### Register map, names as in the netlist, run 1

The bar under the picture is 10 µm long.
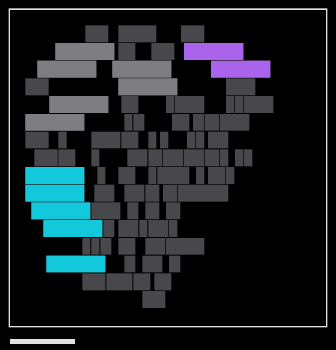
### Wiring heat map, run 1

The bar under the picture is 10 µm long. 10 x 10 tiles, from dark blue (low) to red (high), scaled to the fullest tile. Values are wire area over tile area, all layers added.
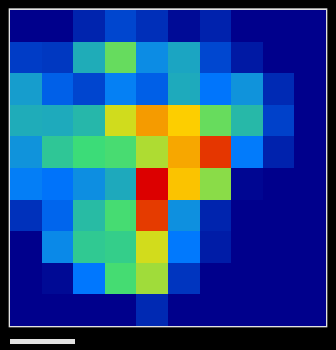
### Clock distribution, run 1

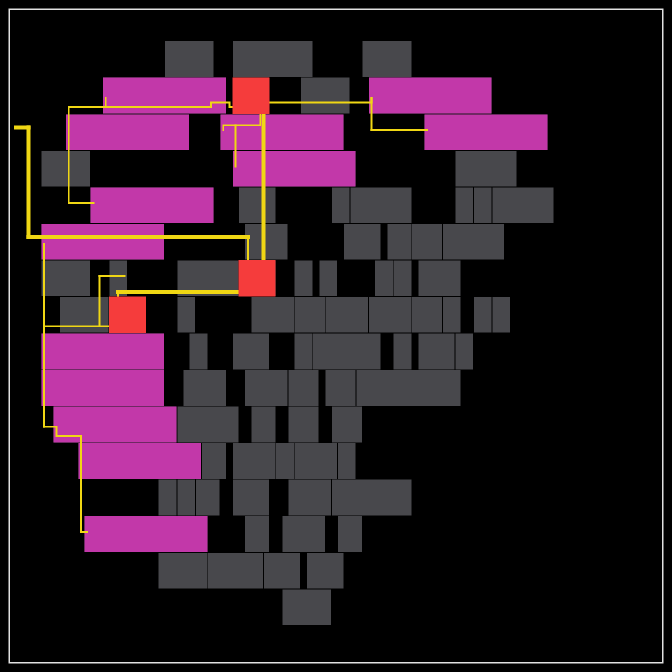
File: config.mk
export PLATFORM = sky130hd
export DESIGN_NAME = manchester_rx_os
export DESIGN_NICKNAME = d
export VERILOG_FILES = /design/src/rtl/manrx_pkg.sv /design/src/rtl/manrx_edge_det.sv /design/src/rtl/manchester_rx_os.sv
export SDC_FILE = /design/constraint.sdc
export NUM_CORES = 1
export LEC_CHECK = 0
export CORE_MARGIN = 2
export CORE_UTILIZATION = 40
export DETAILED_ROUTE_END_ITERATION = 8
export GPL_ROUTABILITY_DRIVEN = 0
export HOLD_SLACK_MARGIN = 0.15
export RECOVER_POWER = 50
export SYNTH_ARGS = -nofsm -noshare
export SYNTH_HDL_FRONTEND = slang
export SYNTH_SLANG_ARGS = --single-unit
File: constraint.sdc
create_clock -name clk -period 3.1 [get_ports clk]
set_input_delay 0.31 -clock clk [delete_from_list [all_inputs] [get_ports clk]]
set_output_delay 0.31 -clock clk [all_outputs]
set_load 0.005 [all_outputs]
File: src/rtl/manrx_pkg.sv
// ============================================================================
// manrx_pkg : shared types, window-bound helpers and PRBS7 constants for the
//             oversampling Manchester receiver.
// Revision  : 1.0
// ============================================================================
`default_nettype none

package manrx_pkg;

  typedef enum logic [1:0] {
    HUNT  = 2'd0,
    ACQ   = 2'd1,
    TRACK = 2'd2
  } manrx_state_e;

  function automatic int mid_lo(input int ovs, input int tol);
    return ovs - tol;
  endfunction

  function automatic int mid_hi(input int ovs, input int tol);
    return ovs + tol;
  endfunction

  function automatic int bnd_lo(input int ovs, input int tol);
    return ovs / 2 - tol;
  endfunction

  function automatic int bnd_hi(input int ovs, input int tol);
    return ovs / 2 + tol;
  endfunction

  function automatic int ph_max(input int ovs, input int tol);
    return ovs + tol + 1;
  endfunction

  // PRBS7, x^7 + x^6 + 1
  localparam int PRBS_LEN      = 7;
  localparam int PRBS_TAP_A    = 6;
  localparam int PRBS_TAP_B    = 5;
  localparam int PRBS_SYNC_RUN = 16;

endpackage

`default_nettype wire

File: src/rtl/manrx_edge_det.sv
// ============================================================================
// manrx_edge_det : multi-stage synchronizer for the Manchester line with
//                  edge strobe and synchronized level outputs.
// Revision       : 1.0
// ============================================================================
`default_nettype none

module manrx_edge_det #(
  parameter int SYNC_STAGES = 2
) (
  input  logic clk,
  input  logic rst_n,
  input  logic code_i,
  output logic edge_o,
  output logic level_o
);

  logic [SYNC_STAGES-1:0] sync_q;
  logic                   prev_q;

  always_ff @(posedge clk or negedge rst_n) begin
    if (!rst_n) begin
      sync_q <= '0;
      prev_q <= 1'b0;
    end else begin
      sync_q <= {sync_q[SYNC_STAGES-2:0], code_i};
      prev_q <= sync_q[SYNC_STAGES-1];
    end
  end

  assign level_o = sync_q[SYNC_STAGES-1];
  assign edge_o  = sync_q[SYNC_STAGES-1] ^ prev_q;

endmodule

`default_nettype wire

File: src/rtl/manchester_rx_os.sv
// ============================================================================
// manchester_rx_os : oversampling Manchester decoder (HUNT/ACQ/TRACK lock FSM,
//                    phase counter, optional PRBS7 checker via MANRX_PRBS_CHECK_EN).
// Revision         : 1.0
// ============================================================================
`default_nettype none

module manchester_rx_os
  import manrx_pkg::*;
#(
  parameter int OVS         = 16,
  parameter int TOL         = 2,
  parameter int SYNC_STAGES = 2
) (
  input  logic        clk,
  input  logic        rst_n,
  input  logic        code_in,
  output logic        bit_out,
  output logic        bit_valid,
  output logic        bit_clk,
  output logic        locked,
  output logic        fail
`ifdef MANRX_PRBS_CHECK_EN
  ,
  output logic        prbs_sync,
  output logic [15:0] prbs_err_cnt
`endif
);

  localparam int             PW     = $clog2(OVS + TOL + 2);
  localparam logic [PW-1:0]  MID_LO = PW'(mid_lo(OVS, TOL));
  localparam logic [PW-1:0]  MID_HI = PW'(mid_hi(OVS, TOL));
  localparam logic [PW-1:0]  BND_LO = PW'(bnd_lo(OVS, TOL));
  localparam logic [PW-1:0]  BND_HI = PW'(bnd_hi(OVS, TOL));
  localparam logic [PW-1:0]  PH_MAX = PW'(ph_max(OVS, TOL));
  localparam logic [PW-1:0]  HALF   = PW'(OVS / 2);

  manrx_state_e  state_q, state_d;
  logic [PW-1:0] phase_q, phase_d;
  logic          bit_q, bit_d;
  logic          valid_q, valid_d;
  logic          fail_q, fail_d;

  logic          w_edge;
  logic          w_level;
  logic [PW-1:0] w_ph;
  logic          w_in_mid;
  logic          w_in_bnd;
  logic          w_timeout;

  manrx_edge_det #(
    .SYNC_STAGES (SYNC_STAGES)
  ) u_edge_det (
    .clk     (clk),
    .rst_n   (rst_n),
    .code_i  (code_in),
    .edge_o  (w_edge),
    .level_o (w_level)
  );

  // w_ph is the phase of the current cycle, so an edge N clk after the anchor sees phase N
  assign w_ph      = (phase_q == PH_MAX) ? PH_MAX : phase_q + PW'(1);
  assign w_in_mid  = (w_ph >= MID_LO) && (w_ph <= MID_HI);
  assign w_in_bnd  = (w_ph >= BND_LO) && (w_ph <= BND_HI);
  assign w_timeout = (w_ph > MID_HI);

  always_comb begin
    state_d = state_q;
    phase_d = w_ph;
    bit_d   = bit_q;
    valid_d = 1'b0;
    fail_d  = 1'b0;
    unique case (state_q)
      HUNT: begin
        if (w_edge) begin
          state_d = ACQ;
          phase_d = '0;
        end
      end
      ACQ: begin
        if (w_edge) begin
          phase_d = '0;
          if (w_in_mid) begin
            state_d = TRACK;
            valid_d = 1'b1;
            bit_d   = ~w_level;
          end
        end else if (w_timeout) begin
          state_d = HUNT;
        end
      end
      TRACK: begin
        if (w_edge) begin
          if (w_in_mid) begin
            valid_d = 1'b1;
            bit_d   = ~w_level;
            phase_d = '0;
          end else if (!w_in_bnd) begin
            fail_d  = 1'b1;
            state_d = HUNT;
          end
        end else if (w_timeout) begin
          fail_d  = 1'b1;
          state_d = HUNT;
        end
      end
      default: state_d = HUNT;
    endcase
  end

  always_ff @(posedge clk or negedge rst_n) begin
    if (!rst_n) begin
      state_q <= HUNT;
      phase_q <= '0;
      bit_q   <= 1'b0;
      valid_q <= 1'b0;
      fail_q  <= 1'b0;
    end else begin
      state_q <= state_d;
      phase_q <= phase_d;
      bit_q   <= bit_d;
      valid_q <= valid_d;
      fail_q  <= fail_d;
    end
  end

  assign bit_out   = bit_q;
  assign bit_valid = valid_q;
  assign fail      = fail_q;
  assign locked    = (state_q == TRACK);
  assign bit_clk   = locked && (phase_q < HALF);

`ifdef MANRX_PRBS_CHECK_EN
  logic [PRBS_LEN-1:0] sr_q, sr_d;
  logic [4:0]          mcnt_q, mcnt_d;
  logic                sync_q, sync_d;
  logic [15:0]         err_q, err_d;
  logic                w_pred;

  assign w_pred = sr_q[PRBS_TAP_A] ^ sr_q[PRBS_TAP_B];

  always_comb begin
    sr_d   = sr_q;
    mcnt_d = mcnt_q;
    sync_d = sync_q;
    err_d  = err_q;
    if (valid_q) begin
      sr_d = {sr_q[PRBS_LEN-2:0], bit_q};
      if (w_pred == bit_q) begin
        if (mcnt_q != 5'(PRBS_SYNC_RUN)) mcnt_d = mcnt_q + 5'd1;
        if (mcnt_q == 5'(PRBS_SYNC_RUN - 1)) sync_d = 1'b1;
      end else begin
        mcnt_d = '0;
        if (sync_q && (err_q != 16'hFFFF)) err_d = err_q + 16'd1;
      end
    end
    // Loss of lock invalidates the sequence alignment; the error count persists
    if (state_q != TRACK) begin
      sync_d = 1'b0;
      mcnt_d = '0;
    end
  end

  always_ff @(posedge clk or negedge rst_n) begin
    if (!rst_n) begin
      sr_q   <= '0;
      mcnt_q <= '0;
      sync_q <= 1'b0;
      err_q  <= '0;
    end else begin
      sr_q   <= sr_d;
      mcnt_q <= mcnt_d;
      sync_q <= sync_d;
      err_q  <= err_d;
    end
  end

  assign prbs_sync    = sync_q;
  assign prbs_err_cnt = err_q;
`endif

endmodule

`default_nettype wire
==> flow_metrics.env, run 1 <==
# yosys + openroad results
export IMPL_status="finished clean"
export IMPL_pin_count=8
export IMPL_fp_coreArea_um2=1920
export IMPL_drive_above_1_share_pct=12.6
export IMPL_antenna_found_initial=0
export IMPL_cts_made_buffers=3
export IMPL_cp_num_buf_inv=0
export IMPL_cp_startpoint="phase_q[0]$_DFF_PN0_"
export IMPL_finalHoldViolCount=0
export IMPL_power_density_nw_per_um2=551
export IMPL_crit_type="reg -> reg"
export IMPL_met1_length_um=656
export IMPL_grt_pass1_wl_mm=2.39
export IMPL_grtUsageMet1_pct=16.9
export IMPL_ys_area_um2=793
export IMPL_crit_path_max_fanout=5
export IMPL_netlist_top_cell_by_area="dfrtp_1"
export IMPL_highest_layer="met4"
export IMPL_synth_area_per_cell_um2=10.2
export IMPL_drt_pass1_iter_count=4
export IMPL_ant_nets=0
export IMPL_cap_violations=0
export IMPL_period_used_pct=75.7
export IMPL_cellLeakagePower_nw=0.367
Notes on 'Register map, names as in the netlist' above:
state_q: drawn in purple, flops 2. phase_q: drawn in cyan, flops 5.
total sequential power: 0.209 mW
Seq/total area: 35.6%
register area: 325 µm²
Layout Utilization: 47.5%

Notes on 'Wiring heat map' above:
The densest ninth of the die: centre. The fullest tile reaches 0.39. The emptiest ninth of the die: lower right. The mean over all tiles is 0.092. 18% of the tiles are over half the peak.
Vias: 607
Total GRT Usage: 13.1%
Post-Route WL: 1.37 mm

Notes on 'Clock distribution' above:
flip-flops: drawn in magenta, count 13. cells driving clock nets: drawn in red, count 3. clock wires: drawn in yellow, length 142 µm.
There are 4 routed clock nets.
later-pin clock latency in the skew report: 0.27 ns
clk pwr: 0.0998 mW
Setup Skew: 0.00391 ns
clock power share: 19.8%

## run 1: power breakdown
group	switching [mW]	leakage [nW]	internal [mW]
Clock	0.0499	0.0150	0.0499
Combinational	0.109	0.180	0.0851
Sequential	0.0200	0.171	0.189
Total	0.179	0.367	0.324
## run 1: through the flow
step                      total power, mW  worst slack, ns  hold slack (ns)  instances
final                               0.503            0.754            0.348        114
after global routing                0.548            0.620            0.348        114
after CTS                           0.507            0.761            0.356        114
after detailed placement            0.406            0.780            0.342        110
after global placement              0.405            0.810            0.341        110
after floorplan                     0.373            0.900           0.0144         78
## run 1: area by class of cell
type,instances,area share [%]
Tap cell,27,3.70
Sequential cell,13,35.6
Clock buffer,4,2.88
Multi-Input combinational cell,59,48.5
Inverter,4,1.64
Timing Repair Buffer,7,7.67
==> run 1 -> run 2 <==
clock period = 1.9 ns   (was 3.1 ns; I/O delays follow)
### Clock distribution, run 2

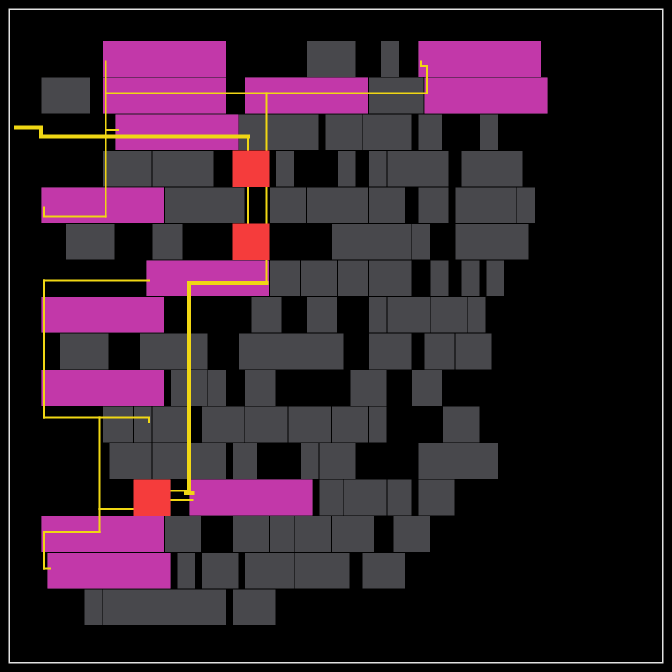
clock wires: drawn in yellow, length 160 µm. cells driving clock nets: drawn in red, count 3. flip-flops: drawn in magenta, count 13.
There are 4 routed clock nets.
clock power share: 16.9%
clk pwr: 0.164 mW
Setup Skew: 0.000705 ns

==> flow_metrics.env, run 2 <==
# yosys + openroad results
export IMPL_seqPwrFrac_pct=34.7
export IMPL_finalHoldViolCount=0
export IMPL_pin_count=8
export IMPL_nonClkBufAreaFrac_pct=17.2
export IMPL_cts_made_buffers=3
export IMPL_status="complete, but fails checks"
export IMPL_fin_util_pct=56.1
export IMPL_placedCellCount=124
export IMPL_drt_pass1_iter_count=4
export IMPL_logic_gates=59
export IMPL_cp_num_buf_inv=0
export IMPL_sh_seq_area_pct=30.2
export IMPL_cellLeakagePower_nw=0.445
export IMPL_p_int_mw=0.625
export IMPL_pre_cts_ws_ns=-0.230
export IMPL_layout_setup_ws_ns=-0.241
export IMPL_crit_type="reg -> reg"
export IMPL_ant_nets=0
export IMPL_antenna_found_initial=0
export IMPL_num_nonclk_buffers=22
export IMPL_crit_path_max_fanout=3
export IMPL_setup_violations=9
export IMPL_comb_cell_share_pct=45.7
export IMPL_top_power_group="combinational cells"
export IMPL_p_seq_mw=0.339
export IMPL_power_mw=0.975
export IMPL_instances_no_fill=129
export IMPL_violations="negative setup slack"
export IMPL_period_used_pct=113
export IMPL_power_frac_comb_pct=48.4
export IMPL_clkLatencyLatePin_ns=0.27
export IMPL_postRouteWirelength_mm=1.62
export IMPL_synth_area_per_cell_um2=10.2
export IMPL_taps=27
export IMPL_seq_area_um2=325
export IMPL_met1_length_um=810
export IMPL_clkbuf_count=4
[run 2: worst paths after layout]
kind,start,endpoint,slack [ns]
max in group asynchronous,rst_n,phase_q[2]$_DFF_PN0_,1.18
min reg2reg,u_edge_det.sync_q[0]$_DFF_PN0_,u_edge_det.sync_q[1]$_DFF_PN0_,0.37
min,rst_n,bit_out$_DFFE_PN0P_,0.35
max reg2reg,phase_q[0]$_DFF_PN0_,state_q[1]$_DFFE_PN0P_,-0.24
max,phase_q[0]$_DFF_PN0_,state_q[1]$_DFFE_PN0P_,-0.24
min in group clk,u_edge_det.sync_q[0]$_DFF_PN0_,u_edge_det.sync_q[1]$_DFF_PN0_,0.37
[run 2: cell families after synthesis]
family	Yosys count
adders and majority gates	5
AOI/OAI and AO/OA	15
buffers and inverters	6
DFF	13
and+or+nand+nor	33
xor gates and xnor gates	6
Power is estimated from default activity; no workload was simulated.
